==> config.mk <==
export PLATFORM = sky130hd
export DESIGN_NAME = fetch_controller
export DESIGN_NICKNAME = d
export VERILOG_FILES = /design/src/rtl/fetch_pkg.sv /design/src/rtl/fetch_controller_next_pc_sel.sv /design/src/rtl/fetch_controller.sv
export SDC_FILE = /design/constraint.sdc
export NUM_CORES = 1
export LEC_CHECK = 0
export CORE_AREA = 4 4 122 136
export DETAILED_ROUTE_END_ITERATION = 12
export DIE_AREA = 0 0 126 140
export GPL_ROUTABILITY_DRIVEN = 0
export PLACE_DENSITY = 0.73
export SETUP_SLACK_MARGIN = 0.1
export SYNTH_ARGS = -nofsm -noshare
export SYNTH_HDL_FRONTEND = slang
export SYNTH_SLANG_ARGS = --single-unit
==> constraint.sdc <==
create_clock -name clk -period 2.3 [get_ports clk]
set_clock_uncertainty 0.05 [all_clocks]
set_input_delay 0.46 -clock clk [delete_from_list [all_inputs] [get_ports clk]]
set_output_delay 0.46 -clock clk [all_outputs]
set_load 0.1 [all_outputs]
==> images/port_nets.png <==
The bar under the picture is 50 um long.
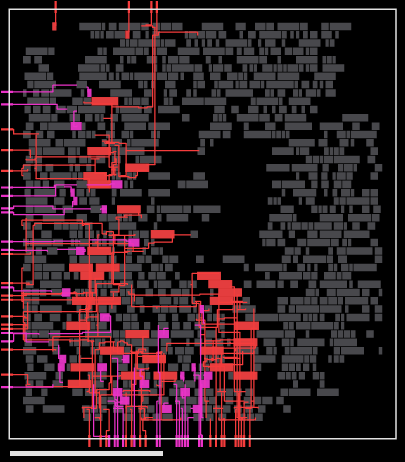
legend:
  imem_addr:
    colour: red
    bits: 32
    direction: output
    edge: 16 bottom, 12 left, 4 top
    end_cells: 32
    buffers: 33
    wire: 2210 um
  jump_index:
    colour: magenta
    bits: 26
    direction: input
    edge: 14 bottom, 12 left
    end_cells: 26
    buffers: 26
    wire: 654 um
Port Buffer Count: 248
IO Count: 257

==> images/final_congestion.png <==
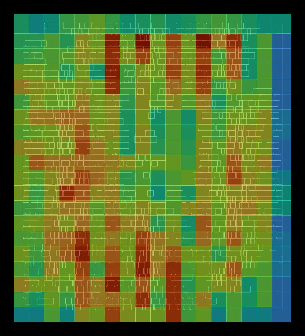
met2 usage: 0.3396
Total GRT Usage: 0.2042
routing usage on met1: 0.2493
met3 Track Usage GR: 0.05454

==> images/pdn.png <==
The bar under the picture is 50 um long. Pins as bars on the die edge.
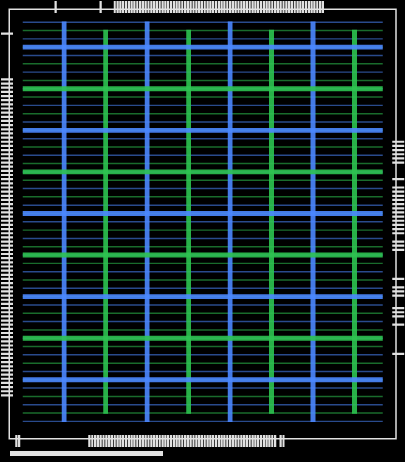
legend:
  VDD:
    colour: green
  VSS:
    colour: blue
met1 rails: 49
met4 straps: 8
signal pins: 257
rows: 48
met5 straps: 9
die height: 140 um
die width: 126 um
Peak VDD IR: 0.5348 mV
core area: 15370 um^2

==> images/cell_classes.png <==
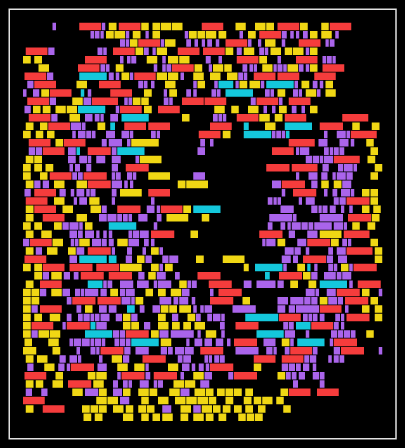
legend:
  clock drivers and dummy loads:
    colour: cyan
    cells: 31
    share_of_their_area: 6.4%
  all other logic:
    colour: purple
    cells: 488
    share_of_their_area: 33%
  flops:
    colour: red
    cells: 126
    share_of_their_area: 31%
  other buffers and delay cells:
    colour: yellow
    cells: 294
    share_of_their_area: 30%
final instance area: 8787 um^2
Final Util: 0.5715
sequential share of cell area: 0.2972
Rows: 48

==> images/density.png <==
The bar under the picture is 50 um long. The die is cut into 13 by 14 equal tiles; black is low, pale yellow is high, 0 to 100% covered.
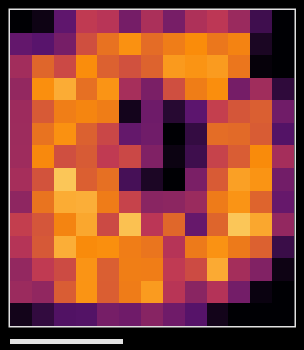
fullest tile: 88%
nearly empty tiles: 6.0%
mean over tiles: 48%
tiles over 75% full: 15%
Core Density at Floorplan: 0.3706

==> run notes <==
run results: status completed, DRC viols 0, Crit Path Category in -> reg, CTS Buf Count 17, Detail Route met2 WL 9202 um, Final #Nets a little over 1k, OpenROAD warning count 30, cts hold-fix bufs 0, Commonest flop dfxtp_1, Synth Seq Share 0.4427, Worst-Skew Late Latency 0.41 ns, setup tns final 0 ns, yosys warns 0, # Cells Yosys 683, M1 WL 7603 um, Worst EP arrival 2.37 ns, asr flop ratio synth 0, met3 wire len ~1300 um, Routed WL per cell between 15 and 20 um, Area leader share 0.4427, Area Overhead vs Synth 54.22%, first-pass GRT wire length 29150 um, Clk network pwr share 0.409, First DRT Iteration DRCs 314, Worst Setup End Kind flip-flop, root buffer cell clkbuf_16, Synth Instances a little under 700, Reg clk slew, reported paths ~0.050 ns, # H-tree levels 4, Sink Count approximately 130, Placed Cells between 1k and 1.5k, largest area contributor in the netlist dfxtp_1, cell depth of the worst min-delay path 2, Biggest consumer clock, pin count of the biggest net entering global routing about 55, EDFF count, synth 0, DR pass1 iterations 5, chip area about 18000 um^2, endpoints failing setup 0, initial antenna violation count 0, top cells by count dfxtp_1 (126), nand2_1 (101), nor2_1 (63), RSZ-0062 raised after global routing true, max-slew violations 0, Synth Cell Area between 5000 and 6000 um^2, CTS max path bufs 2, distinct lib cells 59
-- critical path, stage by stage --
cell and delay [ns]:
clkdlybuf4s50_1 0.48, buf_4 0.17, or2_2 0.30, or4_4 0.56, nor3b_1 0.17, o21ai_0 0.10
a21oi_1 0.13
-- layout by cell type (no fill, tap or decap), drive strengths merged, types with 3 or more instances in the layout --
cell type	Yosys	routed
buf	44	202
xor2	10	10
dfxtp	126	126
clkinv	0	4
nand2b	6	6
inv	13	13
a211oi	16	16
nand2	101	101
o22ai	3	3
or2	3	3
nor3	26	26
clkbuf	30	25
and2	24	24
nor2	63	63
a22oi	4	4
nand3	19	19
a221oi	9	9
and4	6	6
o211ai	5	5
conb	1	6
o21ai	19	19
or3	10	10
nor4	16	16
clkdlybuf4s50	0	90
xnor2	15	15
nand4	19	19
a21oi	61	61
-- cells by family after synthesis --
logic type / after synthesis / share of synthesized area
adders and majority gates: 2 / 0.004391
AOI/OAI and AO/OA: 136 / 0.1482
and+or+nand+nor: 304 / 0.2793
muxes: 2 / 0.003733
xor gates and xnor gates: 25 / 0.03843
other: 1 / 0.0006581
DFF: 126 / 0.4427
buffers and inverters: 87 / 0.08256
-- cell type report --
cell class	count	area (um^2)	area share
multi-input cells	475	2774	0.3157
flip-flops and latches	126	2611	0.2972
repair buffers	294	2556	0.2909
clock buffers	24	481.7	0.05482
well taps	200	250.2	0.02848
clock inverters	7	65.06	0.007404
inverters	13	48.80	0.005553
-- metrics by stage --
step	worst slack [ns]	total power, mW	cell area (um^2)
4_1_cts	0.1189	6.144	8722
3_3_place_gp	-0.3034	3.639	8165
5_1_grt	0.05783	6.311	8787
2_1_floorplan	0.09207	3.270	5806
3_5_place_dp	-0.3485	3.645	8165
6_report	0.2078	6.097	8787
Power and IR drop assume default switching activity.
